## src/rtl/store_unit_pkg.sv

```systemverilog
// Shared types and helpers for the store path: queue entry layout, drain FSM
// states and the SB/SH/SW byte-lane formatting.
package store_unit_pkg;

    localparam logic [5:0] ALU_OPERATIONS_SB = 6'h18;
    localparam logic [5:0] ALU_OPERATIONS_SH = 6'h19;
    localparam logic [5:0] ALU_OPERATIONS_SW = 6'h1A;

    typedef struct packed {
        logic [29:0] word_addr;
        logic [31:0] wdata;
        logic [3:0]  byte_en;
    } store_entry_t;

    typedef enum logic [1:0] {
        IDLE     = 2'd0,
        REQ      = 2'd1,
        WAIT_ACK = 2'd2
    } drain_state_e;

    function automatic logic is_store_op(input logic [5:0] op);
        return (op == ALU_OPERATIONS_SB) ||
               (op == ALU_OPERATIONS_SH) ||
               (op == ALU_OPERATIONS_SW);
    endfunction

    // Bytes are always aligned; halves need an even address, words a multiple of four.
    function automatic logic is_aligned(input logic [5:0] op, input logic [1:0] a);
        logic ok;
        ok = 1'b0;
        case (op)
            ALU_OPERATIONS_SB: ok = 1'b1;
            ALU_OPERATIONS_SH: ok = ~a[0];
            ALU_OPERATIONS_SW: ok = (a == 2'b00);
            default:           ok = 1'b0;
        endcase
        return ok;
    endfunction

    function automatic store_entry_t format_store(input logic [5:0]  op,
                                                  input logic [31:0] addr,
                                                  input logic [31:0] data);
        store_entry_t e;
        e.word_addr = addr[31:2];
        e.wdata     = data;
        e.byte_en   = 4'b1111;
        case (op)
            ALU_OPERATIONS_SB: begin
                e.byte_en = 4'b0001 << addr[1:0];
                e.wdata   = {4{data[7:0]}};
            end
            ALU_OPERATIONS_SH: begin
                e.byte_en = addr[1] ? 4'b1100 : 4'b0011;
                e.wdata   = {2{data[15:0]}};
            end
            default: ;
        endcase
        return e;
    endfunction

endpackage

```

## src/rtl/store_unit_if.sv

```systemverilog
// Write-request channel from the store unit to data memory: valid/ready
// request phase followed by a single-cycle completion ack.
interface store_unit_if;
    logic        mem_req_valid;
    logic        mem_req_ready;
    logic [31:0] mem_req_addr;
    logic [31:0] mem_req_wdata;
    logic [3:0]  mem_req_byte_en;
    logic        mem_ack;

    modport master (
        output mem_req_valid,
        output mem_req_addr,
        output mem_req_wdata,
        output mem_req_byte_en,
        input  mem_req_ready,
        input  mem_ack
    );

    modport slave (
        input  mem_req_valid,
        input  mem_req_addr,
        input  mem_req_wdata,
        input  mem_req_byte_en,
        output mem_req_ready,
        output mem_ack
    );
endinterface

```

## src/rtl/store_unit_fifo.sv

```systemverilog
// In-order store queue. The head stays resident until popped, and every slot
// exports its valid bit and word address so loads can be checked against it.
module store_fifo
    import store_unit_pkg::*;
#(
    parameter int DEPTH = 4,
    localparam int PW = $clog2(DEPTH),
    localparam int CW = PW + 1
) (
    input  logic                    clk,
    input  logic                    reset,
    input  logic                    push,
    input  store_entry_t            push_data,
    input  logic                    pop,
    output store_entry_t            head,
    output logic [CW-1:0]           count,
    output logic [DEPTH-1:0]        entry_valid,
    output logic [DEPTH-1:0][29:0]  entry_word_addr
);

    store_entry_t   entries [DEPTH];
    logic [PW-1:0]  wr_ptr;
    logic [PW-1:0]  rd_ptr;
    logic           do_push;
    logic           do_pop;

    assign do_push = push && (count != CW'(DEPTH));
    assign do_pop  = pop  && (count != '0);

    // Pointers are PW bits wide, so wrap modulo DEPTH falls out of the add.
    always_ff @(posedge clk) begin
        if (reset) begin
            wr_ptr      <= '0;
            rd_ptr      <= '0;
            count       <= '0;
            entry_valid <= '0;
        end else begin
            if (do_pop) begin
                entry_valid[rd_ptr] <= 1'b0;
                rd_ptr              <= rd_ptr + PW'(1);
            end
            if (do_push) begin
                entry_valid[wr_ptr] <= 1'b1;
                wr_ptr              <= wr_ptr + PW'(1);
            end
            count <= count + CW'(do_push) - CW'(do_pop);
        end
    end

    always_ff @(posedge clk) begin
        if (do_push) begin
            entries[wr_ptr] <= push_data;
        end
    end

    assign head = entries[rd_ptr];

    always_comb begin
        entry_word_addr = '0;
        for (int i = 0; i < DEPTH; i++) begin
            entry_word_addr[i] = entries[i].word_addr;
        end
    end

endmodule

```

## src/rtl/store_unit.sv

```systemverilog
// Memory-stage store path: formats SB/SH/SW into byte lanes, queues them in
// order and drains them to data memory, flagging loads that hit a pending word.
module store_unit
    import store_unit_pkg::*;
#(
    parameter int DEPTH = 4
) (
    input  logic              clk,
    input  logic              reset,
    input  logic              store_valid,
    output logic              store_ready,
    input  logic [5:0]        alu_operation,
    input  logic [31:0]       store_address,
    input  logic [31:0]       store_data,
    output logic              misaligned,
    input  logic [31:0]       load_address,
    output logic              load_hazard,
    output logic              buffer_empty,
    store_unit_if.master      mem
);

    localparam int CW = $clog2(DEPTH) + 1;

    drain_state_e            state;
    drain_state_e            next_state;
    store_entry_t            new_entry;
    store_entry_t            head;
    logic [CW-1:0]           count;
    logic [CW-1:0]           count_after_pop;
    logic [DEPTH-1:0]        entry_valid;
    logic [DEPTH-1:0][29:0]  entry_word_addr;
    logic                    is_store;
    logic                    aligned;
    logic                    enqueue;
    logic                    pop;
    logic                    unused_load_bits;

    assign unused_load_bits = &{1'b0, load_address[1:0]};

    assign is_store    = is_store_op(alu_operation);
    assign aligned     = is_aligned(alu_operation, store_address[1:0]);
    assign new_entry   = format_store(alu_operation, store_address, store_data);
    assign store_ready = (count != CW'(DEPTH));
    assign enqueue     = store_valid && store_ready && is_store && aligned;
    assign pop         = (state == WAIT_ACK) && mem.mem_ack;

    store_fifo #(.DEPTH(DEPTH)) u_fifo (
        .clk             (clk),
        .reset           (reset),
        .push            (enqueue),
        .push_data       (new_entry),
        .pop             (pop),
        .head            (head),
        .count           (count),
        .entry_valid     (entry_valid),
        .entry_word_addr (entry_word_addr)
    );

    // A rejected store is reported for one cycle; it never touches the queue.
    always_ff @(posedge clk) begin
        if (reset) begin
            misaligned <= 1'b0;
        end else begin
            misaligned <= store_valid && is_store && !aligned;
        end
    end

    always_ff @(posedge clk) begin
        if (reset) begin
            state <= IDLE;
        end else begin
            state <= next_state;
        end
    end

    // Occupancy after the ack, counting a store that lands in the same cycle.
    assign count_after_pop = count + CW'(enqueue) - CW'(1);

    always_comb begin
        next_state = state;
        case (state)
            IDLE: begin
                if (count != '0) next_state = REQ;
            end
            REQ: begin
                if (mem.mem_req_ready) next_state = WAIT_ACK;
            end
            WAIT_ACK: begin
                if (mem.mem_ack) begin
                    next_state = (count_after_pop != '0) ? REQ : IDLE;
                end
            end
            default: next_state = IDLE;
        endcase
    end

    // The head only moves on pop, so the request fields hold steady through REQ.
    always_comb begin
        mem.mem_req_valid   = 1'b0;
        mem.mem_req_addr    = '0;
        mem.mem_req_wdata   = '0;
        mem.mem_req_byte_en = '0;
        if (state == REQ) begin
            mem.mem_req_valid   = 1'b1;
            mem.mem_req_addr    = {head.word_addr, 2'b00};
            mem.mem_req_wdata   = head.wdata;
            mem.mem_req_byte_en = head.byte_en;
        end
    end

    always_comb begin
        load_hazard = 1'b0;
        for (int i = 0; i < DEPTH; i++) begin
            if (entry_valid[i] && (entry_word_addr[i] == load_address[31:2])) begin
                load_hazard = 1'b1;
            end
        end
    end

    assign buffer_empty = (count == '0) && (state == IDLE);

endmodule
```

## src/flat_wrapper.sv

```systemverilog
// flat-port wrapper written by rule: the top's interface ports become plain ports
module store_unit_flat import store_unit_pkg::*;
#(
    parameter int DEPTH = 4
)
  (clk, reset, store_valid, store_ready, alu_operation, store_address, store_data, misaligned, load_address, load_hazard, buffer_empty, mem_mem_req_valid, mem_mem_req_addr, mem_mem_req_wdata, mem_mem_req_byte_en, mem_mem_req_ready, mem_mem_ack);
  store_unit_if mem_i ();
  input  logic clk;
  input  logic reset;
  input  logic store_valid;
  output logic store_ready;
  input  logic [5:0] alu_operation;
  input  logic [31:0] store_address;
  input  logic [31:0] store_data;
  output logic misaligned;
  input  logic [31:0] load_address;
  output logic load_hazard;
  output logic buffer_empty;
  output wire logic [$bits(mem_i.mem_req_valid)-1:0] mem_mem_req_valid;
  output wire logic [$bits(mem_i.mem_req_addr)-1:0] mem_mem_req_addr;
  output wire logic [$bits(mem_i.mem_req_wdata)-1:0] mem_mem_req_wdata;
  output wire logic [$bits(mem_i.mem_req_byte_en)-1:0] mem_mem_req_byte_en;
  input wire logic [$bits(mem_i.mem_req_ready)-1:0] mem_mem_req_ready;
  input wire logic [$bits(mem_i.mem_ack)-1:0] mem_mem_ack;
  assign mem_mem_req_valid = mem_i.mem_req_valid;
  assign mem_mem_req_addr = mem_i.mem_req_addr;
  assign mem_mem_req_wdata = mem_i.mem_req_wdata;
  assign mem_mem_req_byte_en = mem_i.mem_req_byte_en;
  assign mem_i.mem_req_ready = mem_mem_req_ready;
  assign mem_i.mem_ack = mem_mem_ack;
  store_unit #(.DEPTH(DEPTH)) u_core (.clk(clk), .reset(reset), .store_valid(store_valid), .store_ready(store_ready), .alu_operation(alu_operation), .store_address(store_address), .store_data(store_data), .misaligned(misaligned), .load_address(load_address), .load_hazard(load_hazard), .buffer_empty(buffer_empty), .mem(mem_i));
endmodule
```

## config.mk

```make
export PLATFORM = sky130hd
export DESIGN_NAME = store_unit_flat
export DESIGN_NICKNAME = d
export VERILOG_FILES = /design/src/rtl/store_unit_pkg.sv /design/src/rtl/store_unit_if.sv /design/src/rtl/store_unit_fifo.sv /design/src/rtl/store_unit.sv /design/src/flat_wrapper.sv
export SDC_FILE = /design/constraint.sdc
export NUM_CORES = 1
export LEC_CHECK = 0
export CAP_MARGIN = 5
export CORE_MARGIN = 2
export CORE_UTILIZATION = 60
export DETAILED_ROUTE_END_ITERATION = 16
export GPL_ROUTABILITY_DRIVEN = 0
export PLACE_DENSITY = 0.86
export SLEW_MARGIN = 40
export SYNTH_ARGS = -nofsm -noshare
export SYNTH_HDL_FRONTEND = slang
export SYNTH_HIERARCHICAL = 1
export SYNTH_SLANG_ARGS = --single-unit
export TNS_END_PERCENT = 5
```

## constraint.sdc

```tcl
create_clock -name clk -period 8.71 [get_ports clk]
set_input_delay 2.1775 -clock clk [delete_from_list [all_inputs] [get_ports clk]]
set_output_delay 2.1775 -clock clk [all_outputs]
set_load 0.01 [all_outputs]
```

==> flow_metrics.tcl, run 1 <==
# implementation run metrics
set metrics [dict create \
    hold_buffers 0 \
    highest_layer "met4" \
    viasPerCell 5.870 \
    cpPeakStageDelay_ps 560 \
    fin_hold_ws_ps 511.7 \
    insertion_delay_ps 530 \
    die_h_um 153.9 \
    p_comb_share_pct 5.0 \
    path_class "input pin to primary output" \
    yosysWarnings 6 \
    internal_power_mw 2.236 \
    h-tree-depth 1 \
    log.warning_count 34 \
    max_freq_ghz 0.1494 \
    syn_to_final_growth_pct 15.02 \
    required_ps 6530 \
    finalPower_mw 2.768 \
    fin_setup_tns_ps 0 \
    seqPwrFrac_pct 53.2 \
    top_cells_by_count "264 x edfxtp_1, 123 x buf_4, 78 x xnor2_1" \
    cts_buffers 28 \
    portBuffers 175 \
    drc 0 \
    ys_seq_share_pct 61.17 \
    cts_tree "yes" \
    post-route-period-util_pct 76.83 \
    instances_no_fill 1228 \
    grt_max_degree 68 \
    powerSeq_mw 1.47 \
    layout_setup_ws_ps 2018 \
    global_route.usage.met1_pct 30.87 \
    ir_drop_mv 0.1741 \
    top_power_group "registers" \
    placed_area_mm2 0.01462 \
    cts.clk_slew.worst_paths_ps 60 \
    finalSetupViolCount 0 \
    run_status "complete, no violations" \
    clk_path_buf_depth 3 \
    fp_util_pct 61.41 \
]
## run 1: layout make-up
class / count / area (um^2)
clock buffer: 37 / 755.7
clock inverter: 13 / 133.9
inverter: 17 / 66.31
timing repair buffer: 184 / 1814
tap: 280 / 350.3
antenna: 2 / 5.005
multi-input combinational: 415 / 4129
sequential: 280 / 8255
fill: 1400 / 6449
## run 1: path summary, 6_finish.rpt
| kind | startpoint | to | slack [ps] | cells after the start |
|---|---|---|---|---|
| worst max-delay path | load_address[22] | load_hazard | 2020 | 7 |
| worst min-delay path | u_core/u_fifo/entry_valid[3]$_SDFF_PP0_ | u_core/u_fifo/entry_valid[3]$_SDFF_PP0_ | 510 | 2 |
| worst max register to register | u_core/u_fifo/count[1]$_SDFF_PP0_ | u_core/u_fifo/entries[3][33]$_DFFE_PP_ | 5640 | 6 |
| worst min register to register | u_core/u_fifo/entry_valid[3]$_SDFF_PP0_ | u_core/u_fifo/entry_valid[3]$_SDFF_PP0_ | 510 | 2 |
## run 1: logic make-up (layout without fill, tap and decap cells)
| kind of cell | after synthesis | in the layout | share of synthesized area (%) |
|---|---|---|---|
| adders and majority gates | 12 | 12 | 1.169 |
| and+or+nand+nor | 159 | 159 | 7.061 |
| AOI/OAI and AO/OA | 25 | 25 | 1.011 |
| other | 1 | 4 | 0.02781 |
| buffers and inverters | 170 | 251 | 8.295 |
| xor gates and xnor gates | 124 | 124 | 8.054 |
| muxes | 93 | 93 | 13.21 |
| DFF | 280 | 280 | 61.17 |
## run 1: flip-flops by register name (all words and copies together) (netlist names), named ones only
register / cells
u_core/u_fifo/wr_ptr: 2
u_core/u_fifo/rd_ptr: 2
u_core/u_fifo/count: 3
u_core/u_fifo/entries: 264
u_core/u_fifo/entry_valid: 4
u_core/misaligned: 1
u_core/state: 2
**Run 1: placement by cell class**

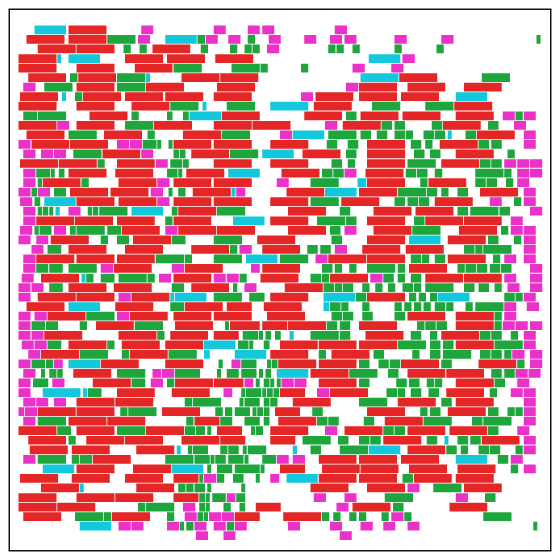
Green stands for all other logic, cells 432, share of their area 28%. Cyan stands for clock drivers and dummy loads, cells 50, share of their area 5.9%. Magenta stands for other buffers and delay cells, cells 184, share of their area 12%. Red stands for flip-flops, cells 280, share of their area 54%.
Finished Cell Area: 0.01551 mm^2
core footprint: 0.02196 mm^2
sequential cell area share: 53.23%

**Run 1: routed metal per tile**

Scale bar: 50 um. The die is cut into 31 by 31 equal tiles; dark blue is low, red is high, scaled to the fullest tile. Values are wire area over tile area, all layers added.
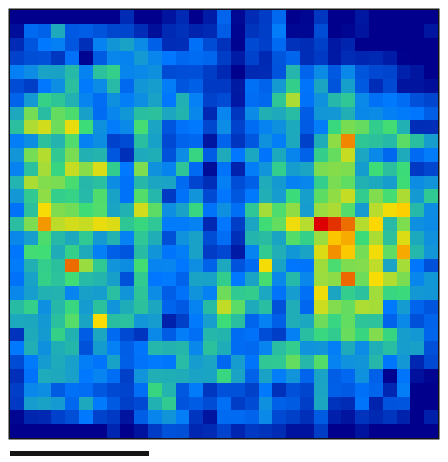
The mean over all tiles is 0.20. The fullest tile reaches 0.67. 6.9% of the tiles are nearly empty. The densest ninth of the die: middle right. 14% of the tiles are over half the peak.
gr usage total: 24.39%
wire per inst: 23.42 um
via count: 7208
routed wire length: 28760 um

**Run 1: wiring by layer**

Scale bar: 50 um.
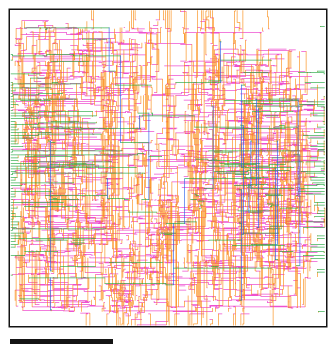
Magenta stands for met1, wire length 10700 um. Orange stands for met2, wire length 14500 um. Blue stands for met4, wire length 788 um. Green stands for met3, wire length 2750 um.

==> run 2: changes to the inputs <==
CORE_UTILIZATION = 50   (was 60)
PLACE_DENSITY = 0.76   (was 0.86)
clock period = 5.5 ns   (was 8.71 ns; I/O delays follow)
**Run 2: congestion heat map**

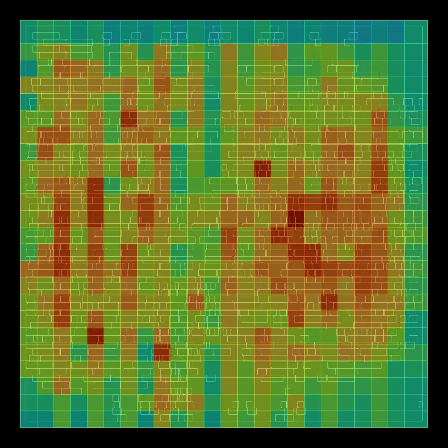
wire per inst: 23.01 um
Top Usage Layer GRT: met2
final core utilization: 58.72%
gr usage total: 21.14%
GRT met3 Usage: 6.512%

==> flow_metrics.tcl, run 2 <==
# implementation run metrics
set metrics [dict create \
    run_status "complete, no violations" \
    comb_cells 415 \
    top_power_group "registers" \
    largest_register_ffs 264 \
    drc 0 \
    inverters 17 \
    seqPwrFrac_pct 53.5 \
    clk_share_pct 5.573 \
    log.warning_count 35 \
    n_all_buffers 192 \
    seq_share_pct 52.60 \
    seq_cells 280 \
    nClkBuffers 33 \
    powerSeq_mw 2.33 \
    ys_seq_share_pct 61.17 \
    yosysWarnings 6 \
    cts.clk_slew.worst_paths_ps 60 \
    max_freq_ghz 0.1986 \
    fill_cells 2056 \
    regMostFlops "u_core/u_fifo/entries" \
    clk_path_buf_depth 3 \
    flop_area_mm2 0.008255 \
    p_comb_share_pct 5.1 \
    syn_to_final_growth_pct 16.39 \
    top_cells_by_count "264 x edfxtp_1, 123 x buf_4, 78 x xnor2_1" \
    post-route-period-util_pct 91.57 \
    largest_registers "u_core/u_fifo/entries: 264 flops, u_core/u_fifo/entry_valid: 4 flops, u_core/u_fifo/count: 3 flops" \
    hold_buffers 0 \
    core-area_mm2 0.02673 \
    cts_buffers 29 \
    totalWireLength_um 29890 \
]
-- run 2: cell counts after synthesis --
Identical to the previous run, type by type.
-- run 2: metrics by stage --
| step | instances | hold WS [ps] | util (%) | total power, mW |
|---|---|---|---|---|
| after global routing | 1298 | 535.0 | 58.71 | 4.488 |
| after floorplan | 865 | 454.5 | - | 2.455 |
| after detailed placement | 1245 | 501.8 | 55.44 | 2.596 |
| after CTS | 1298 | 516.3 | 58.71 | 4.388 |
| final | 1299 | 519.2 | 58.72 | 4.358 |
| after global placement | 1245 | 495.4 | 55.43 | 2.592 |
-- run 2: final timing paths --
check / end / cells past startpoint / slack [ps] / start
max: load_hazard / 7 / 460 / load_address[16]
min: u_core/u_fifo/entry_valid[2]$_SDFF_PP0_ / 2 / 520 / u_core/u_fifo/entry_valid[2]$_SDFF_PP0_
max reg2reg: u_core/u_fifo/count[2]$_SDFF_PP0_ / 12 / 2910 / u_core/u_fifo/count[1]$_SDFF_PP0_
min reg2reg: u_core/u_fifo/entry_valid[2]$_SDFF_PP0_ / 2 / 520 / u_core/u_fifo/entry_valid[2]$_SDFF_PP0_
-- run 2: worst max-delay path: stages --
cell	delay, ps
clkdlybuf4s50_1	520
xnor2_1	300
nand4_1	200
nor4_1	420
nand4_1	130
nand4_1	150
clkdlybuf4s50_1	560
-- run 2: logic make-up (layout without fill, tap and decap cells) --
logic type / count (synthesis) / after routing / synth area share [%]
and+or+nand+nor: 159 / 159 / 7.061
adders and majority gates: 12 / 12 / 1.169
muxes: 93 / 93 / 13.21
AOI/OAI and AO/OA: 25 / 25 / 1.011
other: 1 / 3 / 0.02781
buffers and inverters: 170 / 262 / 8.295
DFF: 280 / 280 / 61.17
xor gates and xnor gates: 124 / 124 / 8.054
==> run 3: changes to the inputs <==
ABC_AREA = 1   (was default)
CORE_UTILIZATION = 51   (was 50)
PLACE_DENSITY = 0.77   (was 0.76)
**Run 3: sequential cells grouped by signal name**

Scale bar: 50 um.
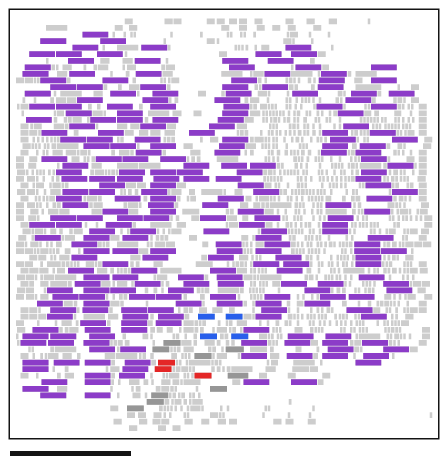
Red stands for u_core/u_fifo/count, placed flops 3. Blue stands for u_core/u_fifo/entry_valid, placed flops 4, where bottom centre. Purple stands for u_core/u_fifo/entries, placed flops 264, where spread over the die.
Another 9 sequential cells are not coloured.
Seq. pwr: 2.33 mW
register area: 0.008253 mm^2
sequential cell area share: 47.50%

==> flow_metrics.tcl, run 3 <==
# implementation run metrics
set metrics [dict create \
    hold_end "u_core/u_fifo/entry_valid[3]$_SDFF_PP0_" \
    hp-start "u_core/u_fifo/entry_valid[3]$_SDFF_PP0_" \
    regMostFlops "u_core/u_fifo/entries" \
    logic_family "simple AND/OR/NAND/NOR gates" \
    critPathCapture "load_hazard" \
    p_comb_share_pct 5.3 \
    cts_buffers 29 \
    post-route-period-util_pct 88.79 \
    grt_usage_pct 23.49 \
    ys_seq_share_pct 53.75 \
    hold_buffers 0 \
    rows 63 \
    path_common_cell "nand2_1" \
    muxShareOfSynthArea_pct 0 \
    utilization_pct 58.62 \
    yosysMostFrequentCell "nand2_1" \
    ys_ff 280 \
    clk_path_buf_depth 3 \
    seqPwrFrac_pct 53.4 \
    instances_no_fill 2110 \
    log.warning_count 34 \
    core-area_mm2 0.02964 \
    path_class "input pin to primary output" \
    totalWireLength_um 37680 \
    max_freq_ghz 0.2048 \
    drc 0 \
    crit_chain "clkdlybuf4s50_1 -> inv_1 -> nand2_1 -> nand2_1 -> nor2_1 -> nand2_1 -> nor2_1 -> nand2_1 -> nor2_1 -> nor2_1 -> nand2_1 -> clkdlybuf4s50_1" \
    fa_ha_area_share_pct 1.027 \
    antenna_found_initial 4 \
    slowest_stage "clkdlybuf4s50_1" \
    drt_iter0_markers 1104 \
    yosys.area_share.xor_xnor_pct 0.7991 \
    swShare_pct 21.21 \
    nets 1814 \
    syn_to_final_growth_pct 13.22 \
    yosys.area_share.aoi_pct 11.39 \
    worstSetupStartpointType "input pin" \
    largest_registers "u_core/u_fifo/entries: 264 flops, u_core/u_fifo/entry_valid: 4 flops, u_core/u_fifo/count: 3 flops" \
    run_status "complete, no violations" \
    fin_hold_ws_ps 482.6 \
    slew_violations 0 \
    largest_register_ffs 264 \
    worstReg2RegEnd "u_core/u_fifo/count[2]$_SDFF_PP0_" \
    r2r_start "u_core/u_fifo/count[1]$_SDFF_PP0_" \
    wl_per_cell_um 17.86 \
    holdPathStages 2 \
    simple_gate_share_pct 19.28 \
    crit_start "load_address[7]" \
    yosysWarnings 6 \
]
## run 3: cell types whose count changed in the layout (fill, tap and decap cells not counted), moves of 42 or more
cell | previous run | this run
and2_1 | 67 | 1
inv_1 | 13 | 201
mux4_2 | 66 | 0
nand2_1 | 3 | 350
nor2_1 | 23 | 251
o21ai_0 | 8 | 156
xnor2_1 | 78 | 10
xor2_1 | 46 | 4
## run 3: cell type report
| class | instances | area [um^2] |
|---|---|---|
| fillers | 2531 | 12270 |
| flip-flops and latches | 280 | 8253 |
| multi-input cells | 970 | 4994 |
| repair buffers | 191 | 1922 |
| inverters | 223 | 844.6 |
| clock buffers | 33 | 740.7 |
| well taps | 390 | 488.0 |
| clock inverters | 20 | 123.9 |
| diodes | 3 | 7.507 |
## run 3: power groups by stage
stage	combinational, mW	sequential (mW)	clock, mW
2_1_floorplan	0.0886	2.38	0
3_3_place_gp	0.224	2.38	0
3_5_place_dp	0.231	2.38	0
4_1_cts	0.232	2.33	1.83
5_1_grt	0.253	2.33	1.91
6_report	0.233	2.33	1.80
## run 3: critical path: cells and delay by family
kind | cells | cell delay (ps)
and+or+nand+nor | 9 | 800
buffers and inverters | 3 | 1330
## run 3: cells by family (layout without fill, tap and decap cells)
| logic type | count (synthesis) | in the layout |
|---|---|---|
| buffers and inverters | 398 | 467 |
| XOR/XNOR | 14 | 14 |
| AND/OR/NAND/NOR | 677 | 677 |
| other | 1 | 5 |
| adder cells (fa/ha/maj) | 12 | 12 |
| flip-flops | 280 | 280 |
| AND-OR/OR-AND | 265 | 265 |
## run 3: layer usage
layer | global-route usage [%] | routed length [um]
met1 | 29.23 | 14720
met2 | 40.37 | 18160
met3 | 4.456 | 3343
met4 | 9.290 | 1445
met5 | 0 | 14
Power figures rest on the tool's default switching activity, not on a simulated workload.
